File: src/rtl/spiker_adapter_reg_pkg.sv
// Shared types and sizing for the spike-frame adapter.
// Defaults here size the feeder when it is built with stock parameters.
package spiker_adapter_reg_pkg;

    localparam int unsigned SPK_DATA_WIDTH    = 800;
    localparam int unsigned SPK_N_SPIKES      = 784;
    localparam int unsigned SPK_NIB_WIDTH     = 4;
    localparam int unsigned SPK_SETTLE_CYCLES = 2;

    function automatic int unsigned cnt_w(input int unsigned n);
        return $clog2(n + 1);
    endfunction

    localparam int unsigned N_NIBBLES = SPK_N_SPIKES / SPK_NIB_WIDTH;
    localparam int unsigned NIB_CNT_W = cnt_w(N_NIBBLES);
    localparam int unsigned SPK_CNT_W = cnt_w(SPK_N_SPIKES);

    typedef enum logic [1:0] {
        ST_IDLE,
        ST_SETTLE,
        ST_STREAM,
        ST_DONE
    } spiker_feeder_state_e;

endpackage

File: src/rtl/spiker_popcount.sv
// Combinational population count of a W-bit vector.
module spiker_popcount
    import spiker_adapter_reg_pkg::*;
#(
    parameter int unsigned W = 4
) (
    input  logic [W-1:0]        bits_i,
    output logic [cnt_w(W)-1:0] cnt_o
);

    localparam int unsigned CW = cnt_w(W);

    always_comb begin
        cnt_o = '0;
        for (int i = 0; i < W; i++) begin
            cnt_o = cnt_o + CW'(bits_i[i]);
        end
    end

endmodule

File: src/rtl/spiker_feeder.sv
// Streams a captured spike frame to the core nibble by nibble,
// shifting the upstream reader and tallying nibbles and set spikes.
module spiker_feeder
    import spiker_adapter_reg_pkg::*;
#(
    parameter int unsigned DATA_WIDTH    = SPK_DATA_WIDTH,
    parameter int unsigned N_SPIKES      = SPK_N_SPIKES,
    parameter int unsigned NIB_WIDTH     = SPK_NIB_WIDTH,
    parameter int unsigned SETTLE_CYCLES = SPK_SETTLE_CYCLES,
    localparam int unsigned NIBS = N_SPIKES / NIB_WIDTH,
    localparam int unsigned NCW  = cnt_w(NIBS),
    localparam int unsigned SCW  = cnt_w(N_SPIKES)
) (
    input  logic                  clk_i,
    input  logic                  rst_ni,
    input  logic                  test_mode_i,
    input  logic                  start_i,
    input  logic                  abort_i,
    input  logic [DATA_WIDTH-1:0] data_i,
    output logic                  sample_o,
    output logic                  spk_valid_o,
    output logic [NIB_WIDTH-1:0]  spk_data_o,
    output logic                  spk_last_o,
    input  logic                  spk_ready_i,
    output logic                  busy_o,
    output logic                  done_o,
    output logic [NCW-1:0]        nib_cnt_o,
    output logic [SCW-1:0]        spike_cnt_o
);

    localparam int unsigned STW = (SETTLE_CYCLES > 1) ? $clog2(SETTLE_CYCLES) : 1;
    localparam int unsigned PCW = cnt_w(NIB_WIDTH);

    if (N_SPIKES % NIB_WIDTH != 0) begin : g_bad_nib
        $error("N_SPIKES must be a multiple of NIB_WIDTH");
    end
    if (SETTLE_CYCLES < 1) begin : g_bad_settle
        $error("SETTLE_CYCLES must be at least 1");
    end
    if (N_SPIKES > DATA_WIDTH) begin : g_bad_width
        $error("N_SPIKES must not exceed DATA_WIDTH");
    end

    spiker_feeder_state_e state_q, state_d;
    logic [STW-1:0] settle_q, settle_d;
    logic [NCW-1:0] nib_q, nib_d;
    logic [SCW-1:0] spk_q, spk_d;
    logic [PCW-1:0] pop;
    logic           valid, hs, last;

    spiker_popcount #(
        .W (NIB_WIDTH)
    ) u_pop (
        .bits_i (data_i[NIB_WIDTH-1:0]),
        .cnt_o  (pop)
    );

    assign valid = (state_q == ST_STREAM);
    assign hs    = valid & spk_ready_i;
    assign last  = valid & (nib_q == NCW'(NIBS - 1));

    always_comb begin
        state_d  = state_q;
        settle_d = settle_q;
        nib_d    = nib_q;
        spk_d    = spk_q;
        // A handshake always lands, even in the abort cycle.
        if (hs) begin
            nib_d = nib_q + 1'b1;
            spk_d = spk_q + SCW'(pop);
        end
        unique case (state_q)
            ST_IDLE: begin
                if (start_i && !abort_i) begin
                    state_d  = ST_SETTLE;
                    settle_d = STW'(SETTLE_CYCLES - 1);
                    nib_d    = '0;
                    spk_d    = '0;
                end
            end
            ST_SETTLE: begin
                if (settle_q == '0) state_d = ST_STREAM;
                else                settle_d = settle_q - 1'b1;
            end
            ST_STREAM: begin
                if (hs && last) state_d = ST_DONE;
            end
            ST_DONE: state_d = ST_IDLE;
            default: state_d = ST_IDLE;
        endcase
        if (abort_i) state_d = ST_IDLE;
    end

    always_ff @(posedge clk_i or negedge rst_ni) begin
        if (!rst_ni) begin
            state_q  <= ST_IDLE;
            settle_q <= '0;
            nib_q    <= '0;
            spk_q    <= '0;
        end else begin
            state_q  <= state_d;
            settle_q <= settle_d;
            nib_q    <= nib_d;
            spk_q    <= spk_d;
        end
    end

    assign sample_o    = hs;
    assign spk_valid_o = valid;
    assign spk_data_o  = valid ? data_i[NIB_WIDTH-1:0] : '0;
    assign spk_last_o  = last;
    assign busy_o      = (state_q == ST_SETTLE) || (state_q == ST_STREAM);
    assign done_o      = (state_q == ST_DONE);
    assign nib_cnt_o   = nib_q;
    assign spike_cnt_o = spk_q;

    logic unused_ok;
    assign unused_ok = ^{test_mode_i, data_i[DATA_WIDTH-1:NIB_WIDTH]};

endmodule
File: config.mk
export PLATFORM = sky130hd
export DESIGN_NAME = spiker_feeder
export DESIGN_NICKNAME = d
export VERILOG_FILES = /design/src/rtl/spiker_adapter_reg_pkg.sv /design/src/rtl/spiker_popcount.sv /design/src/rtl/spiker_feeder.sv
export SDC_FILE = /design/constraint.sdc
export NUM_CORES = 1
export LEC_CHECK = 0
export CAP_MARGIN = 20
export CORE_AREA = 2 2 328 330
export CTS_BUF_LIST = sky130_fd_sc_hd__clkbuf_4
export DETAILED_ROUTE_END_ITERATION = 6
export DIE_AREA = 0 0 330 332
export GPL_TIMING_DRIVEN = 1
export PLACE_DENSITY_LB_ADDON = 0.2
export SYNTH_ARGS = -nofsm -noshare
export SYNTH_HDL_FRONTEND = slang
export SYNTH_SLANG_ARGS = --single-unit
File: constraint.sdc
create_clock -name clk_i -period 2.8 [get_ports clk_i]
set_input_delay 0.42 -clock clk_i [delete_from_list [all_inputs] [get_ports clk_i]]
set_output_delay 0.42 -clock clk_i [all_outputs]
set_load 0.02 [all_outputs]
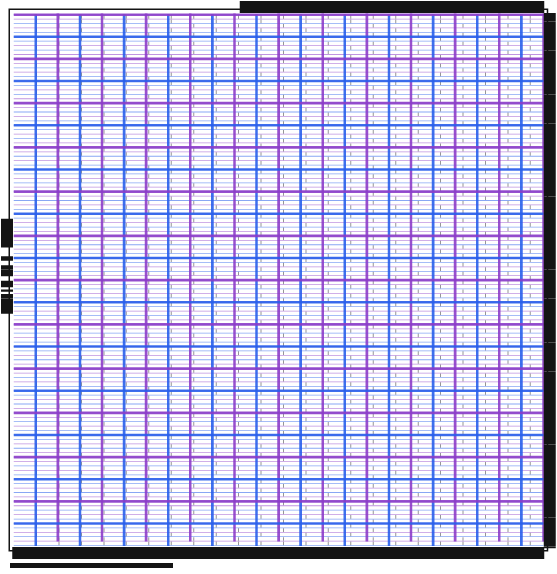
*Supply network, run 1*
Scale bar: 100 µm. Pins as bars on the die edge. Tap cells in grey.
Key: VSS = blue; VDD = purple
121 met1 rails follow the rows. 1403 tap cells. 833 signal pins sit on the boundary. 24 straps on met4.

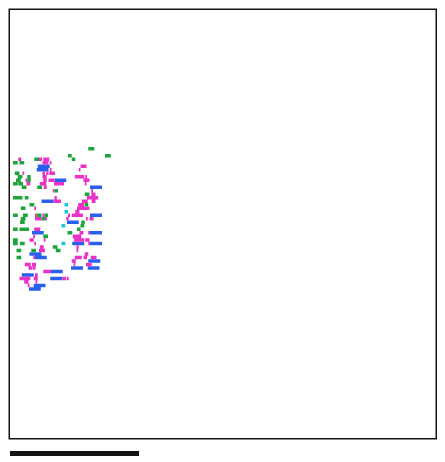
*Cells coloured by class, run 1*
Scale bar: 100 µm.
Key: remaining buffers and delay cells = green [cells 47, share of their area 26%]; remaining logic cells = magenta [cells 111, share of their area 42%]; clock drivers and dummy loads = cyan [cells 4, share of their area 1.7%]; sequential cells = blue [cells 21, share of their area 30%]
Core Area: 106000 µm²
share of the final layout cell area in sequential cells: 0.151
fin area: 3480 µm²
Final Util: 0.0328

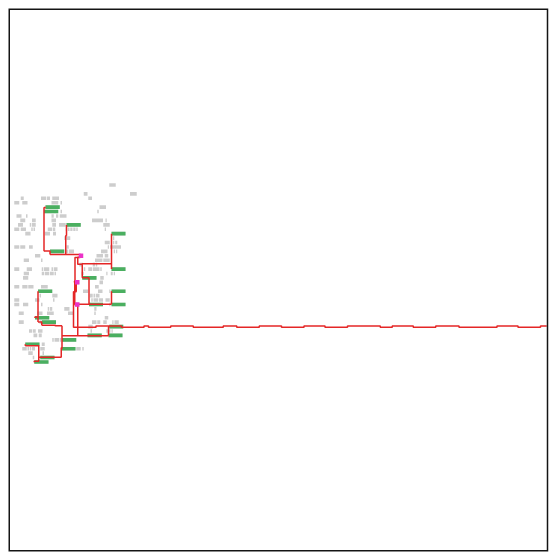
*Clock distribution, run 1*
Key: clock wires = red [length 694 µm]; flip-flops = green [count 21]; clock-net drivers = magenta [count 3]
There are 4 routed clock nets. Position of the flops: west.

==> results.md, run 1 <==
| Step | Quantity | Value |
|:---|:---|:---|
| layout | Inverters | 14 |
| power | Combinational power | 550 µW |
| critical path | Capturing instance or port of the critical path | spk_last_o |
| global routing | Maximum number of pins on one net before global-route repair | 22 |
| power | Switching Power | 468 µW |
| global routing | Met2 Use GR | 0.0140 |
| timing | Final sum of negative setup slack | 0 ns |
| detailed routing | Detailed router's first-iteration violation count | 48 |
| detailed routing | Number of vias in the routed layout | 1106 |
| layout | Share of final-layout standard cells stronger than drive strength 1 | 0.115 |
| floorplan | Floorplan die width | 330 µm |
| layout | FF/Latch Area | 526 µm² |
| critical path | Worst flop-to-flop path endpoint | spike_cnt_o[8] |
| place | Placed wire-length estimate after detailed placement | 4.15 mm |
| yosys | Synth Cell Area | 1250 µm² |
| yosys | Count leader, synth | sky130_fd_sc_hd__nor2_1 |
| yosys | Syn_nets | 952 |
| timing | Post-route fraction of the period consumed by the critical path | 0.914 |
| yosys | Number of distinct library cells after synthesis | 31 |
| layout | Max FFs per register | 10 |
| critical path | Setup slack on the worst flop-to-flop path | 1.05 ns |
| global routing | Total congestion overflow | 0 |
| layout | Combinational Area | 674 µm² |
| detailed routing | Number of remaining DRC errors | 0 |
| floorplan | Chip Height | 332 µm |
| place | Post-place instance area | 3430 µm² |
| power | Peak ir drop on the vdd network | 238 µV |
| yosys | Adder Share, Synth | 0.132 |
| yosys | YS warnings | 0 |
| global routing | GRT Max-Usage Layer | met2 |
| detailed routing | Via count normalized by instance count | 0.697 |
| layout | Post-Layout Cell Count | 1586 |
| timing | Final-report hold violation count | 0 |
| yosys | Area fraction in compound gates | 0.0911 |
| power | Proportion of power drawn by combinational gates | 0.494 |
| yosys | Max-area cell share | 0.420 |
| yosys | Top cells by count, synth | sky130_fd_sc_hd__nor2_1 (23), sky130_fd_sc_hd__dfrtp_1 (21), sky130_fd_sc_hd__inv_1 (14), sky130_fd_sc_hd__ha_1 (10), sky130_fd_sc_hd__nand2_1 (10) |
| timing | Final Max-Slew Violation Tally | 0 |
| detailed routing | Highest routed metal layer | met4 |
| power | Part of the total power dissipated in sequential elements | 0.351 |
| layout | Area growth syn-to-layout | 179% |
| global routing | Global-route wire length before repair | 7.94 mm |
| yosys | Mux area share | 0.00801 |
| power | Sequential Power | 391 µW |
| job | OpenROAD warning count | 826 |
| yosys | Cell accounting for the most synthesized area | sky130_fd_sc_hd__dfrtp_1 |
| cts | Buffer cell driving the clock tree root | sky130_fd_sc_hd__clkbuf_4 |
| job | Max-Cap Viols | 0 |
| yosys | # Cells Yosys | 134 |
| yosys | Fraction of the yosys area taken by sequential cells | 0.420 |
| power | P_int | 647 µW |
| cts | Maximum buffer depth of the clock tree | 2 |
| cts | CTS tree | done |
| critical path | Critical setup path kind | reg2out |
| cts | Clock Sink Count | 21 |
| power | Share of total power in the clock network | 0.156 |
| yosys | AND/OR/NAND/NOR Cells, Area Fraction | 0.207 |
| critical path | Worst-path fanout max | 6 |
| power | Clk. pwr | 173 µW |
| detailed routing | DRT antenna net count | 0 |
| yosys | Post-Synthesis Mean Instance Area | 9.33 µm² |
| layout | Most instantiated logic cell after routing | sky130_fd_sc_hd__clkdlybuf4s50_1 |
| place | Placed insts | 1581 |
| detailed routing | Router iterations before antenna repair | 3 |
| yosys | Main flop type | sky130_fd_sc_hd__dfrtp_1 |
| critical path | Nature of the critical path startpoint | register |
| layout | Layout multi-input combinational cell count | 97 |
| place | Worst setup slack after placement | -0.346 ns |
| global routing | Vias in the first global route | 1203 |
| layout | Non-Clock Buffer Area Fraction | 0.128 |
| floorplan | Count of inserted tapcells | 1403 |
| layout | Most frequent cells in the layout | sky130_fd_sc_hd__clkdlybuf4s50_1 (33), sky130_fd_sc_hd__nor2_1 (23), sky130_fd_sc_hd__dfrtp_1 (21) |
| critical path | Critical Path Start | state_q[0] |
| cts | Num CTS Buffers | 3 |
| critical path | Kind of end point of the critical path | output port |
| layout | Clock buffers | 3 |
| yosys | Cell types occupying the most area after synthesis | sky130_fd_sc_hd__dfrtp_1 (42%), sky130_fd_sc_hd__ha_1 (10%), sky130_fd_sc_hd__nor2_1 (6.9%) |
| power | Switching portion of total power | 0.419 |
| timing | Period minus WS final | 2.56 ns |
| place | Number of I/O port buffers | 35 |
| layout | Cell class ranked first by area | tap cells |
| timing | Min Hold Slack | 0.427 ns |
| layout | Area fraction of clock buffers and clock inverters | 0.00862 |
| layout | # nets final | 1002 |
| timing | Setup Skew | 0.00668 ns |
| run status | Result of the run | finished clean |
| global routing | Number of antenna violations at the first check in global routing | 2 |
| yosys | Count of library flops with an enable pin | 0 |
| detailed routing | M1 WL | 2.46 mm |
| critical path | Depth of the worst register-to-register path | 8 |
| timing | Highest clock frequency the design can meet | 391 MHz |
| min path | Min-delay worst type | in2async |
==> run 1: critical path: stages (launching register included) <==
cell and delay (ns):
sky130_fd_sc_hd__dfrtp_1 0.43, sky130_fd_sc_hd__inv_1 0.12, sky130_fd_sc_hd__ha_1 0.34, sky130_fd_sc_hd__inv_1 0.16, sky130_fd_sc_hd__nor2_1 0.15, sky130_fd_sc_hd__clkdlybuf4s50_1 0.62
==> run 1: cell families after synthesis <==
logic type               after synthesis
AND/OR/NAND/NOR                       53
flip-flops                            21
AND-OR/OR-AND                         18
buffers and inverters                 16
XOR/XNOR                              13
adder cells (fa/ha/maj)               12
multiplexers                           1
==> run 1: what timing repair did <==
| action | CTS | global route |
|---|---|---|
| setup buffers | 0 | 1 |
| resized | 0 | 5 |
| setup endpoints to repair | 0 | 4 |
==> run 1 -> run 2 <==
--- a/config.mk
+++ b/config.mk
@@ -11,6 +11,7 @@
 export DETAILED_ROUTE_END_ITERATION = 6
 export DIE_AREA = 0 0 330 332
 export GPL_TIMING_DRIVEN = 1
+export MAX_ROUTING_LAYER = met4
 export PLACE_DENSITY_LB_ADDON = 0.2
 export SYNTH_ARGS = -nofsm -noshare
 export SYNTH_HDL_FRONTEND = slang
==> constraint.sdc (replaced) <==
create_clock -name clk_i -period 2.95 [get_ports clk_i]
set_input_delay 0.4425 -clock clk_i [delete_from_list [all_inputs] [get_ports clk_i]]
set_output_delay 0.4425 -clock clk_i [all_outputs]
set_load 0.02 [all_outputs]
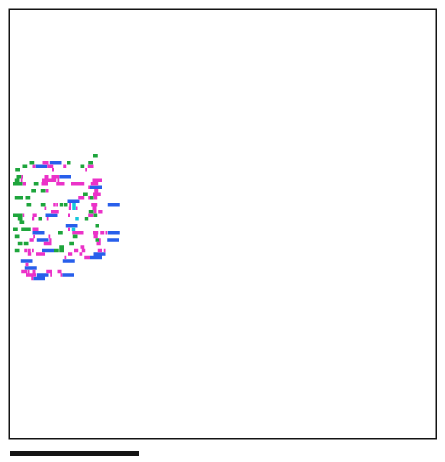
*Cells coloured by class, run 2*
Scale bar: 100 µm.
Key: clock drivers and dummy loads = cyan [cells 4, share of their area 1.8%]; sequential cells = blue [cells 21, share of their area 31%]; remaining logic cells = magenta [cells 111, share of their area 42%]; remaining buffers and delay cells = green [cells 46, share of their area 25%]

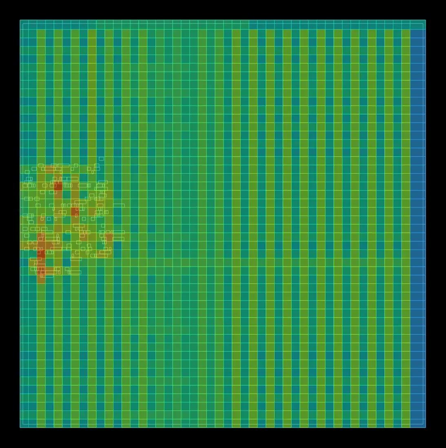
*Routing congestion, run 2*
Final Util: 0.0325
mean routed wirelength per cell: 3.42 µm
Total GRT Usage: 0.0112
met3 routing resource usage after global routing: 0.0104
fraction of met1 tracks used by global routing: 0.0133

==> results.md, run 2 <==
| Step | Quantity | Value | Delta |
|:---|:---|:---|:---|
| yosys | Synth Cell Area | 1250 µm² | unchanged |
| place | Routability Congestion | 0.614 |  |
| detailed routing | Highest routed metal layer | met4 |  |
| yosys | Instance tally after logic synthesis | 134 |  |
| critical path | Nature of the critical path startpoint | input port |  |
| power | Clk. pwr | 169 µW | -2% |
| critical path | Worst-path fanout max | 3 | -3 |
| yosys | Number of distinct library cells after synthesis | 31 | unchanged |
| timing | Number of setup violations in the final report | 0 |  |
| job | Max-Cap Viols | 0 | unchanged |
| timing | Period minus WS final | 2.73 ns |  |
| detailed routing | Via count normalized by instance count | 0.695 | -0.30% |
| critical path | CP max stage cell | sky130_fd_sc_hd__clkdlybuf4s50_1 |  |
| layout | Post-Layout Cell Count | 1585 | -0.063% |
| critical path | Worst flop-to-flop path endpoint | spike_cnt_o[8] |  |
| layout | Max FFs per register | 10 | unchanged |
| yosys | # Cells Yosys | 134 | unchanged |
| cts | Clock Sink Count | 21 | unchanged |
| yosys | Cell types occupying the most area after synthesis | sky130_fd_sc_hd__dfrtp_1 (42%), sky130_fd_sc_hd__ha_1 (10%), sky130_fd_sc_hd__nor2_1 (6.9%) |  |
| global routing | Number of antenna violations at the first check in global routing | 0 | -2 |
| timing | Final setup slack of the worst path | 0.217 ns |  |
| power | Part of the total power dissipated in sequential elements | 0.353 | +0.002 |
| yosys | Adder Share, Synth | 0.132 | unchanged |
| layout | Combinational Area | 662 µm² | -1.9% |
| power | P_int | 601 µW | -7.1% |
| global routing | Total congestion overflow | 0 | unchanged |
| place | Post-place instance area | 3430 µm² | unchanged |
| yosys | Mux area share | 0.00801 | unchanged |
| layout | Most frequent cells in the layout | sky130_fd_sc_hd__clkdlybuf4s50_1 (35), sky130_fd_sc_hd__nor2_1 (23), sky130_fd_sc_hd__dfrtp_1 (21) |  |
| yosys | Count leader, synth | sky130_fd_sc_hd__nor2_1 |  |
| timing | Slew at the pin with the worst max-slew slack | 0.314 ns |  |
| yosys | Main flop type | sky130_fd_sc_hd__dfrtp_1 |  |
| yosys | Top cells by count, synth | sky130_fd_sc_hd__nor2_1 (23), sky130_fd_sc_hd__dfrtp_1 (21), sky130_fd_sc_hd__inv_1 (14), sky130_fd_sc_hd__ha_1 (10), sky130_fd_sc_hd__nand2_1 (10) |  |
| detailed routing | Router iterations before antenna repair | 4 | +1 |
| cts | CTS tree | done |  |
| power | Switching portion of total power | 0.428 | +0.00843 |
| place | Worst setup slack after placement | -0.148 ns | +0.198 ns |
| power | Switching Power | 450 µW | -3.8% |
| yosys | Cell accounting for the most synthesized area | sky130_fd_sc_hd__dfrtp_1 |  |
| critical path | Critical Path Start | data_i[1] |  |
| cts | CTS hold repair buffers | 0 |  |
| detailed routing | M1 WL | 2.59 mm | +5.3% |
| critical path | WP depth | 12 | +7 |
| cts | Buffer cell driving the clock tree root | sky130_fd_sc_hd__clkbuf_4 |  |
| power | Peak ir drop on the vdd network | 196 µV | -18% |
| detailed routing | Number of vias in the routed layout | 1102 | -0.36% |
| cts | Postcts setup bufs | 0 | unchanged |
| cts | Number of instances resized during post-cts repair | 0 | unchanged |
| yosys | Max-area cell share | 0.420 | unchanged |
| floorplan | FP Util | 0.0118 |  |
| global routing | Met2 Use GR | 0.0133 | -0.000714 |
| layout | # nets final | 1001 | -0.10% |
| layout | Area growth syn-to-layout | 177% |  |
| timing | Worst-case headroom to the max-slew limit | 0.788 |  |
| critical path | Setup slack on the worst flop-to-flop path | 0.96 ns | -0.09 ns |
| cts | Num CTS Buffers | 3 | unchanged |
| yosys | Fraction of the yosys area taken by sequential cells | 0.420 | unchanged |
| power | Combinational power | 511 µW | -7.1% |
| yosys | Count of library flops with an enable pin | 0 | unchanged |
| power | Proportion of power drawn by combinational gates | 0.486 | -0.008 |
| layout | Count of filler cells inserted in the layout | 12700 |  |
| critical path | Critical setup path kind | in2reg |  |
| yosys | Area fraction in compound gates | 0.0911 | unchanged |
| critical path | Delay of the slowest cell on the worst path | 0.44 ns | -0.18 ns |
| detailed routing | Detail Route met2 WL | 1.97 mm |  |
| global routing | GRT Max-Usage Layer | met1 |  |
| critical path | Arr. time, crit path | 2.99 ns |  |
| cts | Maximum buffer depth of the clock tree | 2 | unchanged |
| floorplan | Site Rows | 120 |  |
| global routing | Vias in the first global route | 1248 | +3.7% |
| critical path | Critical path buffer and inverter count | 4 | +1 |
| power | Sequential Power | 371 µW | -5.1% |
| power | Power density over cell area | 304 nW/µm² |  |
| floorplan | Core Area | 106000 µm² | unchanged |
| timing | Min Hold Slack | 0.447 ns | +0.0194 ns |
| floorplan | Chip Height | 332 µm | unchanged |
| timing | Highest clock frequency the design can meet | 366 MHz |  |
| run status | Result of the run | finished clean |  |
| layout | Share of final-layout standard cells stronger than drive strength 1 | 0.0989 | -0.0159 |
| detailed routing | Detailed router's first-iteration violation count | 38 | -21% |
| layout | Fin area | 3460 µm² | -0.72% |
| yosys | Yosys-reported design area after synthesis | 1250 µm² |  |
| min path | Min-delay worst type | in2async |  |
| critical path | Kind of end point of the critical path | register |  |
| critical path | Startpoint of the lowest-slack register-to-register path | state_q[0] |  |
| critical path | Cell family contributing the most delay on the critical path | adder cells |  |
| yosys | Post-Synthesis Mean Instance Area | 9.33 µm² | unchanged |
| power | Share of total power in the clock network | 0.161 | +0.005 |
| global routing | Global-route wire length before repair | 8.19 mm | +3.1% |
| timing | Setup Skew | 0.0182 ns | +0.0116 ns |
| detailed routing | DRT antenna net count | 0 | unchanged |
| yosys | AND/OR/NAND/NOR Cells, Area Fraction | 0.207 | unchanged |
| critical path | Capturing instance or port of the critical path | spike_cnt_o[9] |  |
| detailed routing | Number of remaining DRC errors | 0 | unchanged |
| global routing | Maximum number of pins on one net before global-route repair | 22 | unchanged |
| timing | Final sum of negative setup slack | 0 ns | unchanged |
| place | Placed wire-length estimate after detailed placement | 4.24 mm | +2.2% |
| timing | Final Max-Slew Violation Tally | 0 | unchanged |
| floorplan | Top-level port count | 833 |  |
| critical path | List of cells traversed by the critical path | clkdlybuf4s50_1 -> ha_1 -> inv_1 -> fa_1 -> inv_1 -> ha_1 -> ha_1 -> a211oi_1 -> buf_4 -> nor2_1 -> nand4_1 -> mux2i_1 |  |
| critical path | Cell repeated most along the worst path | sky130_fd_sc_hd__ha_1 |  |
| layout | Most instantiated logic cell after routing | sky130_fd_sc_hd__clkdlybuf4s50_1 |  |
| job | OpenROAD warning count | 826 | unchanged |
| floorplan | Floorplan die width | 330 µm | unchanged |
| critical path | Depth of the worst register-to-register path | 8 | unchanged |
| layout | FF/Latch Area | 526 µm² | unchanged |
| detailed routing | Detail Route met3 WL | 831 µm |  |
| yosys | YS warnings | 0 | unchanged |
| place | Number of I/O port buffers | 35 | unchanged |
| timing | Final-report hold violation count | 0 | unchanged |
| place | Placed insts | 1581 | unchanged |
| yosys | Syn_nets | 952 | unchanged |
| timing | Post-route fraction of the period consumed by the critical path | 0.927 |  |
==> run 2: cell type report <==
cell class              instances  share of cell area
clock inverters                 1             0.00217
inverters                      14              0.0152
well taps                    1403               0.508
multi-input cells              97               0.191
flip-flops and latches         21               0.152
clock buffers                   3             0.00651
repair buffers                 46               0.125
==> run 2: how the worst min path moves through the flow <==
| stage | end | slack [ns] | depth (start not counted) |
|---|---|---|---|
| detailed placement | settle_q | 0.54 | 2 |
| floorplan | nib_cnt_o[0] | 0.15 | 0 |
| global route | spike_cnt_o[3] | 0.48 | 2 |
| global placement | settle_q | 0.54 | 2 |
| CTS | nib_cnt_o[7] | 0.45 | 2 |
| finish | nib_cnt_o[7] | 0.45 | 2 |
==> run 2 -> run 3 <==
==> constraint.sdc (replaced) <==
create_clock -name clk_i -period 2.95 [get_ports clk_i]
set_input_delay 0.4425 -clock clk_i [delete_from_list [all_inputs] [get_ports clk_i]]
set_output_delay 0.4425 -clock clk_i [all_outputs]
set_load 0.05 [all_outputs]
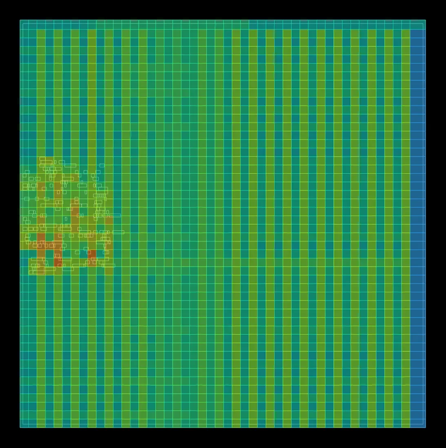
*Routing congestion, run 3*
Total GRT Usage: 0.0111
mean routed wirelength per cell: 3.36 µm

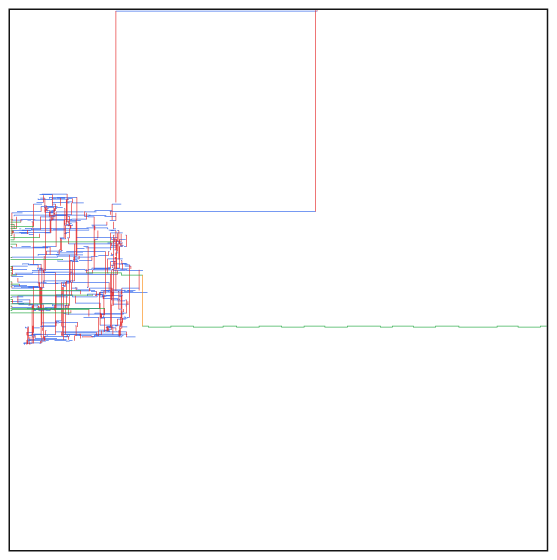
*Signal wires by layer, run 3*
Key: M2 = red [wire length 1890 µm]; M1 = blue [wire length 2680 µm]; M3 = green [wire length 735 µm]; M4 = orange [wire length 31.3 µm]
routed wire length: 5.34 mm
number of vias in the routed layout: 1101

==> results.md, run 3 <==
| Step | Quantity | Value | Delta |
|:---|:---|:---|:---|
| timing | Final Max-Slew Violation Tally | 0 | unchanged |
| floorplan | FP Util | 0.0118 | unchanged |
| power | Switching Power | 569 µW | +27% |
| place | Routability Congestion | 0.620 | +1.0% |
| power | Proportion of power drawn by combinational gates | 0.541 | +0.055 |
| global routing | Vias in the first global route | 1230 | -1.4% |
| detailed routing | Detailed router's first-iteration violation count | 23 | -39% |
| power | Switching portion of total power | 0.487 | +0.0593 |
| critical path | Arr. time, crit path | 3.00 ns | about the same |
| yosys | YS warnings | 0 | unchanged |
| global routing | Fraction of met1 tracks used by global routing | 0.0135 | +0.000214 |
| detailed routing | DRT antenna net count | 0 | unchanged |
| layout | Max FFs per register | 10 | unchanged |
| yosys | Post-Synthesis Mean Instance Area | 9.33 µm² | unchanged |
| critical path | Kind of end point of the critical path | register |  |
| power | Peak ir drop on the vdd network | 389 µV | +98% |
| layout | Final Util | 0.0325 | about the same |
| place | Worst setup slack after placement | -0.207 ns | -0.0585 ns |
| yosys | Adder Share, Synth | 0.132 | unchanged |
| critical path | List of cells traversed by the critical path | clkdlybuf4s50_1 -> ha_1 -> inv_1 -> fa_1 -> inv_1 -> ha_1 -> ha_1 -> a211oi_1 -> buf_4 -> nor2_1 -> nand4_1 -> mux2i_1 |  |
| cts | CTS tree | done |  |
| yosys | Top cells by count, synth | sky130_fd_sc_hd__nor2_1 (23), sky130_fd_sc_hd__dfrtp_1 (21), sky130_fd_sc_hd__inv_1 (14), sky130_fd_sc_hd__ha_1 (10), sky130_fd_sc_hd__nand2_1 (10) |  |
| power | Combinational power | 632 µW | +24% |
| layout | Area growth syn-to-layout | 176% | about the same |
| place | Number of I/O port buffers | 35 | unchanged |
| floorplan | Chip Height | 332 µm | unchanged |
| timing | Period minus WS final | 2.74 ns | +0.00730 ns |
| critical path | Worst-path fanout max | 3 | unchanged |
| yosys | Max-area cell share | 0.420 | unchanged |
| job | Max-Cap Viols | 0 | unchanged |
| global routing | GRT Max-Usage Layer | met1 |  |
| detailed routing | Highest routed metal layer | met4 |  |
| yosys | XORs/XNORs by Area | 0.0911 |  |
| global routing | Number of antenna violations at the first check in global routing | 0 | unchanged |
| layout | # nets final | 1001 | unchanged |
| job | OpenROAD warning count | 826 | unchanged |
| place | Placed wire-length estimate after detailed placement | 4.24 mm | about the same |
| yosys | Count leader, synth | sky130_fd_sc_hd__nor2_1 |  |
| cts | Number of instances resized during post-cts repair | 0 | unchanged |
| run status | Result of the run | finished clean |  |
| power | Share of total power in the clock network | 0.143 | -0.018 |
| critical path | Depth of the worst register-to-register path | 9 | +1 |
| yosys | Count of library flops with an enable pin | 0 | unchanged |
| critical path | Critical Path Start | data_i[0] |  |
| power | Clk. pwr | 167 µW | about the same |
| yosys | Cell types occupying the most area after synthesis | sky130_fd_sc_hd__dfrtp_1 (42%), sky130_fd_sc_hd__ha_1 (10%), sky130_fd_sc_hd__nor2_1 (6.9%) |  |
| layout | Fin area | 3460 µm² | about the same |
| timing | Slew at the pin with the worst max-slew slack | 0.603 ns | +0.290 ns |
| yosys | Area fraction in compound gates | 0.0911 | unchanged |
| critical path | CP max stage cell | sky130_fd_sc_hd__clkdlybuf4s50_1 |  |
| critical path | Cell repeated most along the worst path | sky130_fd_sc_hd__ha_1 |  |
| detailed routing | M1 WL | 2.68 mm | +3.6% |
| yosys | Mux area share | 0.00801 | unchanged |
| global routing | Global-route wire length before repair | 8.05 mm | -1.7% |
| cts | Postcts setup bufs | 0 | unchanged |
| global routing | Maximum number of pins on one net before global-route repair | 22 | unchanged |
| place | Post-place instance area | 3420 µm² | -0.22% |
| place | Placed insts | 1581 | unchanged |
| power | Power density over cell area | 338 nW/µm² | +11% |
| power | Part of the total power dissipated in sequential elements | 0.316 | -0.037 |
| power | P_int | 599 µW | -0.34% |
| cts | Maximum buffer depth of the clock tree | 2 | unchanged |
| yosys | Number of distinct library cells after synthesis | 31 | unchanged |
| yosys | Main flop type | sky130_fd_sc_hd__dfrtp_1 |  |
| yosys | # Cells Yosys | 134 | unchanged |
| cts | Clock Sink Count | 21 | unchanged |
| yosys | Syn_nets | 952 | unchanged |
| timing | Highest clock frequency the design can meet | 365 MHz | -0.27% |
| layout | Most frequent cells in the layout | sky130_fd_sc_hd__clkdlybuf4s50_1 (32), sky130_fd_sc_hd__nor2_1 (23), sky130_fd_sc_hd__dfrtp_1 (21) |  |
| timing | Number of setup violations in the final report | 0 | unchanged |
| layout | Post-Layout Cell Count | 1587 | +0.13% |
| yosys | Instance tally after logic synthesis | 134 | unchanged |
| critical path | Setup slack on the worst flop-to-flop path | 1.05 ns | +0.09 ns |
| yosys | Synth Cell Area | 1250 µm² | unchanged |
| timing | Final setup slack of the worst path | 0.209 ns | -0.00730 ns |
| yosys | Fraction of the yosys area taken by sequential cells | 0.420 | unchanged |
| timing | Worst-case headroom to the max-slew limit | 0.596 | -0.192 |
| critical path | Worst flop-to-flop path endpoint | spike_cnt_o[8] |  |
| critical path | Startpoint of the lowest-slack register-to-register path | state_q[0] |  |
| critical path | Critical setup path kind | in2reg |  |
| floorplan | Site Rows | 120 | unchanged |
| floorplan | Chip area | 110000 µm² |  |
| layout | Most instantiated logic cell after routing | sky130_fd_sc_hd__clkdlybuf4s50_1 |  |
| global routing | Total congestion overflow | 0 | unchanged |
| power | Sequential Power | 369 µW | about the same |
| critical path | Capturing instance or port of the critical path | spike_cnt_o[9] |  |
| layout | Share of final-layout standard cells stronger than drive strength 1 | 0.115 | +0.0165 |
| floorplan | Top-level port count | 833 | unchanged |
| cts | Num CTS Buffers | 3 | unchanged |
| detailed routing | Number of remaining DRC errors | 0 | unchanged |
| yosys | Yosys-reported design area after synthesis | 1250 µm² | unchanged |
| critical path | Delay of the slowest cell on the worst path | 0.44 ns | about the same |
| cts | Clk pin slew, worst setup/hold paths | 0.16 ns |  |
| detailed routing | Router iterations before antenna repair | 4 | unchanged |
| cts | Buffer cell driving the clock tree root | sky130_fd_sc_hd__clkbuf_4 |  |
| detailed routing | Via count normalized by instance count | 0.694 | -0.22% |
| min path | Min-delay worst type | in2async |  |
| timing | Post-route fraction of the period consumed by the critical path | 0.929 | +0.00248 |
| yosys | AND/OR/NAND/NOR Cells, Area Fraction | 0.207 | unchanged |
| timing | Final sum of negative setup slack | 0 ns | unchanged |
| floorplan | Core Area | 106000 µm² | unchanged |
| timing | Min Hold Slack | 0.459 ns | +0.0125 ns |
| detailed routing | Detail Route met3 WL | 735 µm | -12% |
| cts | CTS hold repair buffers | 0 | unchanged |
| detailed routing | Detail Route met2 WL | 1.89 mm | -4.1% |
| floorplan | Floorplan die width | 330 µm | unchanged |
| global routing | Met3 routing resource usage after global routing | 0.0105 | +0.0000597 |
| global routing | Met2 Use GR | 0.0125 | -0.000803 |
| timing | Final-report hold violation count | 0 | unchanged |
| timing | Setup Skew | 0.00726 ns | -0.0110 ns |
| yosys | Cell accounting for the most synthesized area | sky130_fd_sc_hd__dfrtp_1 |  |
| critical path | Nature of the critical path startpoint | input port |  |
==> run 3: cell counts after synthesis <==
Identical to the previous run, type by type.
==> run 3: cell type report <==
class / instances / area, µm²
Sequential cell: 21 / 526
Clock inverter: 1 / 7.51
Timing Repair Buffer: 46 / 425
Multi-Input combinational cell: 97 / 662
Antenna cell: 2 / 5.00
Clock buffer: 3 / 22.5
Inverter: 14 / 52.6
Tap cell: 1403 / 1760
Fill cell: 12700 / 103000
==> run 3: critical path: cells and delay by family <==
| family | cells | cell delay (ns) |
|---|---|---|
| adders and majority gates | 4 | 1.18 |
| and+or+nand+nor | 2 | 0.21 |
| AOI/OAI and AO/OA | 1 | 0.25 |
| muxes | 1 | 0.20 |
| buffers and inverters | 4 | 0.71 |
Power and IR drop assume default switching activity.
